File: src/rtl/fphub_norm_pkg.sv
// Shared types and sizing helpers for the FPHUB normalizer.
// Optional build macro: FPHUB_NORM_SINGLE_CYCLE_EN (see fphub_normalizer.sv).
package fphub_norm_pkg;

    typedef enum logic [1:0] {
        IDLE  = 2'd0,
        SHIFT = 2'd1,
        DONE  = 2'd2
    } norm_state_e;

    function automatic int calc_w(input int m, input int extra_bits);
        return m + extra_bits - 1;
    endfunction

    localparam int M_DEF           = 23;
    localparam int E_DEF           = 8;
    localparam int EXTRA_BITS_DEF  = 7;
    localparam int W_DEF           = calc_w(M_DEF, EXTRA_BITS_DEF);
    localparam int SHIFT_WIDTH_DEF = $clog2(W_DEF - 1);
    localparam int STEP_DEF        = 8;

    // LZD encoding for an all-zero mantissa: top bit set, count bits clear.
    localparam logic [SHIFT_WIDTH_DEF:0] ZERO_FLAG = {1'b1, {SHIFT_WIDTH_DEF{1'b0}}};

endpackage

File: src/rtl/fphub_normalizer_if.sv
// Upstream (LZD side) and downstream (rounding side) handshakes of the normalizer.
interface fphub_normalizer_if #(
    parameter int W  = 29,
    parameter int E  = 8,
    parameter int SW = 5
);
    logic          in_valid;
    logic          in_ready;
    logic [W-1:0]  mant_in;
    logic [E-1:0]  exp_in;
    logic          sign_in;
    logic [SW:0]   shift_amt;

    logic          out_valid;
    logic          out_ready;
    logic [W-1:0]  mant_out;
    logic [E-1:0]  exp_out;
    logic          sign_out;
    logic          zero_out;
    logic          underflow_out;

    modport slave (
        input  in_valid, mant_in, exp_in, sign_in, shift_amt, out_ready,
        output in_ready, out_valid, mant_out, exp_out, sign_out, zero_out, underflow_out
    );

    modport master (
        output in_valid, mant_in, exp_in, sign_in, shift_amt, out_ready,
        input  in_ready, out_valid, mant_out, exp_out, sign_out, zero_out, underflow_out
    );
endinterface

File: src/rtl/fphub_norm_shift_step.sv
// One bounded left-shift step: shifts by min(rem_i, STEP) and reports what is left.
module fphub_norm_shift_step #(
    parameter int W    = 29,
    parameter int SW   = 5,
    parameter int STEP = 8
) (
    input  logic [W-1:0]  mant_i,
    input  logic [SW-1:0] rem_i,
    output logic [W-1:0]  mant_o,
    output logic [SW-1:0] rem_o
);
    localparam logic [SW-1:0] STEP_C = SW'(STEP);

    logic [SW-1:0] amt_s;

    // Clamp the shift to the per-step limit, then shift with zero fill.
    always_comb begin
        if (rem_i < STEP_C) begin
            amt_s = rem_i;
        end else begin
            amt_s = STEP_C;
        end
        mant_o = mant_i << amt_s;
        rem_o  = rem_i - amt_s;
    end
endmodule

File: src/rtl/fphub_normalizer.sv
// Normalizes an LZD-annotated HUB mantissa and adjusts its exponent.
// Define FPHUB_NORM_SINGLE_CYCLE_EN to do the whole shift in the accept cycle.
module fphub_normalizer
    import fphub_norm_pkg::*;
#(
    parameter int M          = 23,
    parameter int E          = 8,
    parameter int EXTRA_BITS = 7,
    parameter int STEP       = 8,
    localparam int W         = calc_w(M, EXTRA_BITS),
    localparam int SW        = $clog2(W - 1)
) (
    input logic clk,
    input logic rst,
    fphub_normalizer_if.slave bus
);
`ifdef FPHUB_NORM_SINGLE_CYCLE_EN
    // A step as wide as the largest count turns the step unit into a full barrel shifter.
    localparam int STEP_EFF = (1 << SW) - 1;
`else
    localparam int STEP_EFF = STEP;
`endif
    localparam int CW = (E > SW) ? E : SW;

    norm_state_e   state_q;
    logic [W-1:0]  mant_q;
    logic [E-1:0]  exp_q;
    logic          sign_q;
    logic          zero_q;
    logic          uf_q;
    logic [SW-1:0] rem_q;

    logic [SW-1:0] n_s;
    logic          n_gt_exp_s;
    logic [E-1:0]  exp_sub_s;
    logic [W-1:0]  step_mant_s;
    logic [SW-1:0] step_rem_s;
    logic [W-1:0]  mant_d;
    logic [SW-1:0] rem_d;

    assign n_s        = bus.shift_amt[SW-1:0];
    assign n_gt_exp_s = CW'(n_s) > CW'(bus.exp_in);
    assign exp_sub_s  = bus.exp_in - E'(n_s);

    // Feed the shifter from the incoming operand while idle, else from the held operand.
    always_comb begin
        if (state_q == IDLE) begin
            step_mant_s = bus.mant_in;
            step_rem_s  = n_s;
        end else begin
            step_mant_s = mant_q;
            step_rem_s  = rem_q;
        end
    end

    fphub_norm_shift_step #(
        .W    (W),
        .SW   (SW),
        .STEP (STEP_EFF)
    ) u_shift_step (
        .mant_i (step_mant_s),
        .rem_i  (step_rem_s),
        .mant_o (mant_d),
        .rem_o  (rem_d)
    );

    // Control FSM with all result fields held in registers.
    always_ff @(posedge clk) begin
        if (rst) begin
            state_q <= IDLE;
            mant_q  <= '0;
            exp_q   <= '0;
            sign_q  <= 1'b0;
            zero_q  <= 1'b0;
            uf_q    <= 1'b0;
            rem_q   <= '0;
        end else begin
            case (state_q)
                IDLE: begin
                    if (bus.in_valid) begin
                        sign_q <= bus.sign_in;
                        zero_q <= 1'b0;
                        uf_q   <= 1'b0;
                        rem_q  <= '0;
                        if (bus.shift_amt[SW]) begin
                            mant_q  <= '0;
                            exp_q   <= '0;
                            zero_q  <= 1'b1;
                            state_q <= DONE;
                        end else if (n_gt_exp_s) begin
                            mant_q  <= '0;
                            exp_q   <= '0;
                            uf_q    <= 1'b1;
                            state_q <= DONE;
                        end else if (n_s == '0) begin
                            mant_q  <= bus.mant_in;
                            exp_q   <= bus.exp_in;
                            state_q <= DONE;
                        end else begin
                            exp_q   <= exp_sub_s;
`ifdef FPHUB_NORM_SINGLE_CYCLE_EN
                            mant_q  <= mant_d;
                            state_q <= DONE;
`else
                            mant_q  <= bus.mant_in;
                            rem_q   <= n_s;
                            state_q <= SHIFT;
`endif
                        end
                    end else begin
                        state_q <= IDLE;
                    end
                end
                SHIFT: begin
                    mant_q <= mant_d;
                    rem_q  <= rem_d;
                    if (rem_d == '0) begin
                        state_q <= DONE;
                    end else begin
                        state_q <= SHIFT;
                    end
                end
                DONE: begin
                    if (bus.out_ready) begin
                        state_q <= IDLE;
                    end else begin
                        state_q <= DONE;
                    end
                end
                default: begin
                    state_q <= IDLE;
                end
            endcase
        end
    end

    assign bus.in_ready      = (state_q == IDLE);
    assign bus.out_valid     = (state_q == DONE);
    assign bus.mant_out      = mant_q;
    assign bus.exp_out       = exp_q;
    assign bus.sign_out      = sign_q;
    assign bus.zero_out      = zero_q;
    assign bus.underflow_out = uf_q;
endmodule

File: src/flat_wrapper.sv
// flat-port wrapper written by rule: the top's interface ports become plain ports
module fphub_normalizer_flat import fphub_norm_pkg::*;
#(
    parameter int M          = 23,
    parameter int E          = 8,
    parameter int EXTRA_BITS = 7,
    parameter int STEP       = 8,
    localparam int W         = calc_w(M, EXTRA_BITS),
    localparam int SW        = $clog2(W - 1)
)
  (clk, rst, bus_in_valid, bus_mant_in, bus_exp_in, bus_sign_in, bus_shift_amt, bus_out_ready, bus_in_ready, bus_out_valid, bus_mant_out, bus_exp_out, bus_sign_out, bus_zero_out, bus_underflow_out);
  fphub_normalizer_if #(.W((29)), .E(E), .SW((5))) bus_i ();
  input logic clk;
  input logic rst;
  input wire logic [$bits(bus_i.in_valid)-1:0] bus_in_valid;
  input wire logic [$bits(bus_i.mant_in)-1:0] bus_mant_in;
  input wire logic [$bits(bus_i.exp_in)-1:0] bus_exp_in;
  input wire logic [$bits(bus_i.sign_in)-1:0] bus_sign_in;
  input wire logic [$bits(bus_i.shift_amt)-1:0] bus_shift_amt;
  input wire logic [$bits(bus_i.out_ready)-1:0] bus_out_ready;
  output wire logic [$bits(bus_i.in_ready)-1:0] bus_in_ready;
  output wire logic [$bits(bus_i.out_valid)-1:0] bus_out_valid;
  output wire logic [$bits(bus_i.mant_out)-1:0] bus_mant_out;
  output wire logic [$bits(bus_i.exp_out)-1:0] bus_exp_out;
  output wire logic [$bits(bus_i.sign_out)-1:0] bus_sign_out;
  output wire logic [$bits(bus_i.zero_out)-1:0] bus_zero_out;
  output wire logic [$bits(bus_i.underflow_out)-1:0] bus_underflow_out;
  assign bus_i.in_valid = bus_in_valid;
  assign bus_i.mant_in = bus_mant_in;
  assign bus_i.exp_in = bus_exp_in;
  assign bus_i.sign_in = bus_sign_in;
  assign bus_i.shift_amt = bus_shift_amt;
  assign bus_i.out_ready = bus_out_ready;
  assign bus_in_ready = bus_i.in_ready;
  assign bus_out_valid = bus_i.out_valid;
  assign bus_mant_out = bus_i.mant_out;
  assign bus_exp_out = bus_i.exp_out;
  assign bus_sign_out = bus_i.sign_out;
  assign bus_zero_out = bus_i.zero_out;
  assign bus_underflow_out = bus_i.underflow_out;
  fphub_normalizer #(.M(M), .E(E), .EXTRA_BITS(EXTRA_BITS), .STEP(STEP)) u_core (.clk(clk), .rst(rst), .bus(bus_i));
endmodule
File: config.mk
export PLATFORM = sky130hd
export DESIGN_NAME = fphub_normalizer_flat
export DESIGN_NICKNAME = d
export VERILOG_FILES = /design/src/rtl/fphub_norm_pkg.sv /design/src/rtl/fphub_normalizer_if.sv /design/src/rtl/fphub_norm_shift_step.sv /design/src/rtl/fphub_normalizer.sv /design/src/flat_wrapper.sv
export SDC_FILE = /design/constraint.sdc
export NUM_CORES = 1
export LEC_CHECK = 0
export ABC_AREA = 1
export CAP_MARGIN = 20
export CELL_PAD_IN_SITES_DETAIL_PLACEMENT = 1
export CELL_PAD_IN_SITES_GLOBAL_PLACEMENT = 1
export CORE_MARGIN = 2
export CORE_UTILIZATION = 38
export CTS_CLUSTER_DIAMETER = 200
export DETAILED_ROUTE_END_ITERATION = 12
export PLACE_DENSITY_LB_ADDON = 0.08
export SLEW_MARGIN = 15
export SYNTH_ARGS = -nofsm -noshare
export SYNTH_HDL_FRONTEND = slang
export SYNTH_SLANG_ARGS = --single-unit
File: constraint.sdc
create_clock -name clk -period 4.23 [get_ports clk]
set_clock_uncertainty 0.2 [all_clocks]
set_input_delay 1.269 -clock clk [delete_from_list [all_inputs] [get_ports clk]]
set_output_delay 1.269 -clock clk [all_outputs]
set_load 0.05 [all_outputs]
Figure 1. Routed metal per tile (run 1).
The bar under the picture is 20 um long. The die is cut into 22 by 22 equal tiles; black is low, pale yellow is high, scaled to the fullest tile. Values are wire area over tile area, all layers added.
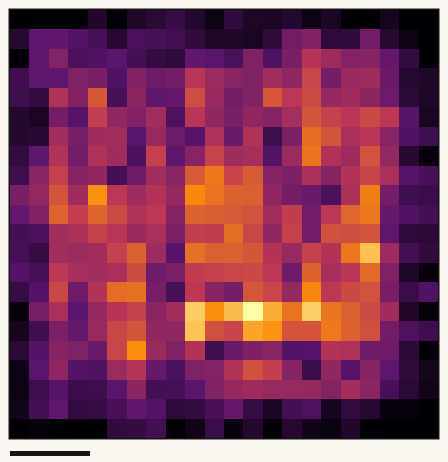
- fullest tile: 0.71
- tiles over half the peak: 21%
- densest ninth of the die: middle
- mean over tiles: 0.24
- nearly empty tiles: 6.2%

Figure 2. Register map, names as in the netlist (run 1).
Other sequential cells in the stronger gray, the rest of the logic in the fainter gray.
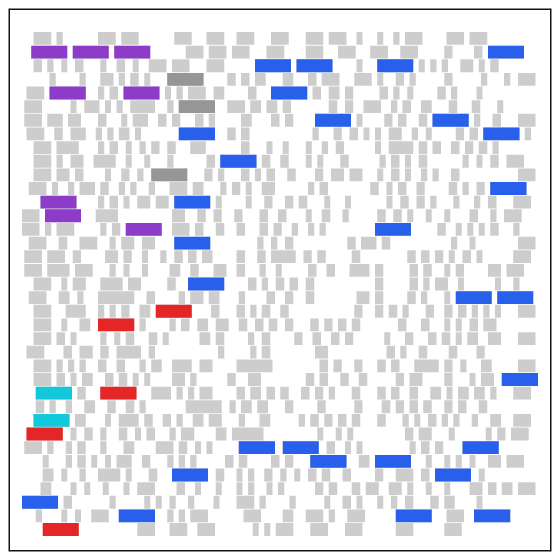
- blue: `u_core.bus.mant_out` (placed flops 29)
- cyan: `u_core.state_q` (placed flops 2)
- red: `u_core.rem_q` (placed flops 5)
- purple: `u_core.bus.exp_out` (placed flops 8; where top left)
- not colored: 3

Figure 3. Zoomed window (run 1).
The bar under the picture is 20 um long. Region (2, 2) to (52, 52) um. Cells in gray, sequential cells in the stronger gray; small squares are vias.
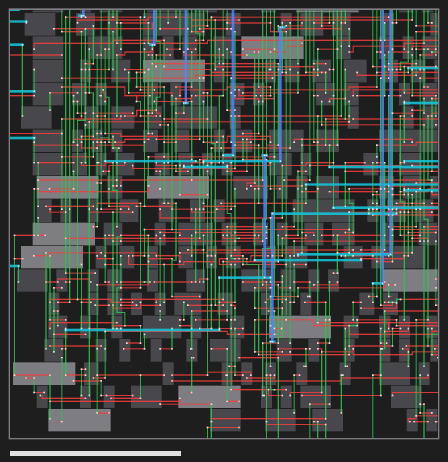
- blue: metal 4
- red: metal 1
- cyan: metal 3
- green: metal 2
- most frequent: nand2_1 (39), inv_1 (28), clkdlybuf4s50_1 (17)
- cells with their middle in the window: 190
- sequential cells in the window: 11
- netlist names of flops here include: `u_core.rem_q` (5), `u_core.bus.mant_out` (4), `u_core.state_q` (2)

==> qor.yml, run 1 <==
sta:
  rsz0062_at_grt: "false"
  fin_crit_sh: 0.865
  fmax_mhz: 273
  finalSetupTns_ns: 0
final_layout:
  largest_reg_flops: 29
  logic_gates: 534
  final_layout_size_suffix_gt1_frac: 0.0720
  syn2layout_area_growth_pct: 27.2
  finish.utilization: 0.501
  largest_class: "multi-input combinational cells"
  seq_share: 0.181
  clock_buffers: 5
  antenna_cells: 0
  layout.non_clock_buffers: 110
critical_path:
  cp-endpoint: "u_core.bus.mant_out[11]"
  critPathBufInv: 4
  startpoint_type: "input pin"
  required_ns: 4.29
  cp_max_fo: 8
  worstReg2RegEnd: "u_core.bus.mant_out[27]"
  reg2reg_slack_ns: 1.17
  crit_slowest_cell: "clkdlybuf4s50_1"
  crit_type: "input pin to flip-flop"
  crit_family: "buffers and inverters"
  regToRegStartpoint: "u_core.state_q[1]"
power_and_ir_drop:
  seq-power_w: 0.000534
  p_clk_frac: 0.156
  power_combinational_w: 0.00112
  p_clk_w: 0.000307
  cellInternalPower_w: 0.000974
  pwr-share-comb: 0.572
  finalPower_w: 0.00197
  ir_worst_vdd_mv: 0.175
synth:
  synth_flops: 47
  ys_sh_xor: 0.0129
  synthMuxAreaShare: 0.00490
  top_cell: "nand2_1"
  ys.flop_type: "dfxtp_1"
  logic_family: "simple AND/OR/NAND/NOR gates"
  top_cell_area_share: 0.230
  ys_area_mm2: 0.00408
  ys_cells: 687
  yosys_warnings: 0
drt:
  post-route-drc-count: 0
  avgViaCountPerCell: 5.74
  avgRoutedWirePerCell_um: 19.0
  drtIter0Drc: 231
  top_layer: "met4"
die:
  fp.coreArea_mm2: 0.0104
  die_w_um: 108
  die_h_um: 108
clock_network:
  cts_tree: "done"
  cts_hold_buf: 0
  postCtsResizedCells: 0
  insertion_delay_ns: 0.34
placed_design:
  placed_cells_incl_taps: 892
global_routing:
  grt_pass1_wl_mm: 27.0
  use_met2: 0.509
  gr-usage-met3: 0.0678
hold_path:
  hold_path_startpoint: "u_core.bus.exp_out[6]"
  min_to: "u_core.bus.exp_out[6]"
outcome:
  status: "finished, final reports clean"
job:
  maxCapViolCount: 0
==> inputs of run 2 (changes only) <==
- CTS_CLUSTER_SIZE: default -> 30
Figure 4. Placed cells, one color a class (run 2).
Fill, decap, tap and diode cells in gray.
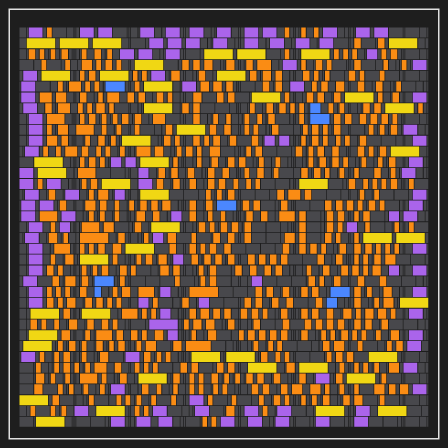
- blue: clock drivers and dummy loads (cells 8)
- yellow: flops (cells 47)
- purple: other buffers and delay cells (cells 110)
- orange: combinational and other logic (cells 599)

==> qor.yml, run 2 <==
drt:
  post-route-drc-count: 0  # unchanged
  avgRoutedWirePerCell_um: 19.0  # unchanged
  drtIter0Drc: 231  # unchanged
power_and_ir_drop:
  p_clk_w: 0.000307  # about the same
  power_combinational_w: 0.00112  # about the same
  finalPower_w: 0.00197  # unchanged
  p_clk_frac: 0.156  # about the same
  pwr-share-comb: 0.572  # about the same
  seq-power_w: 0.000534  # about the same
sta:
  rsz0062_at_grt: "false"
  fin_crit_sh: 0.865  # unchanged
  finalSetupTns_ns: 0  # unchanged
  fmax_mhz: 273  # unchanged
global_routing:
  gr-usage-met3: 0.0678  # unchanged
  use_met2: 0.509  # unchanged
  grt_pass1_wl_mm: 27.0  # unchanged
critical_path:
  critPathBufInv: 4  # unchanged
  reg2reg_slack_ns: 1.17  # about the same
  crit_slowest_cell: "clkdlybuf4s50_1"
  cp-endpoint: "u_core.bus.mant_out[11]"
  startpoint_type: "input pin"
  crit_type: "input pin to flip-flop"
  required_ns: 4.29  # about the same
  crit_family: "buffers and inverters"
  cp_max_fo: 8  # unchanged
  worstReg2RegEnd: "u_core.bus.mant_out[27]"
hold_path:
  hold_path_startpoint: "u_core.bus.exp_out[6]"
final_layout:
  seq_share: 0.181  # unchanged
  largest_reg_flops: 29  # unchanged
  largest_class: "multi-input combinational cells"
  logic_gates: 534  # unchanged
  lay_top_cells: "167 x nand2_1, 141 x nand3_1, 89 x clkdlybuf4s50_1"
  syn2layout_area_growth_pct: 27.2  # unchanged
  finish.utilization: 0.501  # unchanged
  layout.non_clock_buffers: 110  # unchanged
  clock_buffers: 5  # unchanged
  antenna_cells: 0  # unchanged
die:
  die_h_um: 108  # unchanged
  die_w_um: 108  # unchanged
synth:
  synthMuxAreaShare: 0.00490  # unchanged
  top_cell: "nand2_1"
  synth_flops: 47  # unchanged
  logic_family: "simple AND/OR/NAND/NOR gates"
  top_cell_area_share: 0.230  # unchanged
  ys_cells: 687  # unchanged
  ys.flop_type: "dfxtp_1"
  ys_sh_xor: 0.0129  # unchanged
  yosys_warnings: 0  # unchanged
placed_design:
  placed_cells_incl_taps: 892  # unchanged
clock_network:
  postCtsResizedCells: 0  # unchanged
outcome:
  status: "finished, final reports clean"
No activity file was given, so power comes from the tool's default toggle rates.
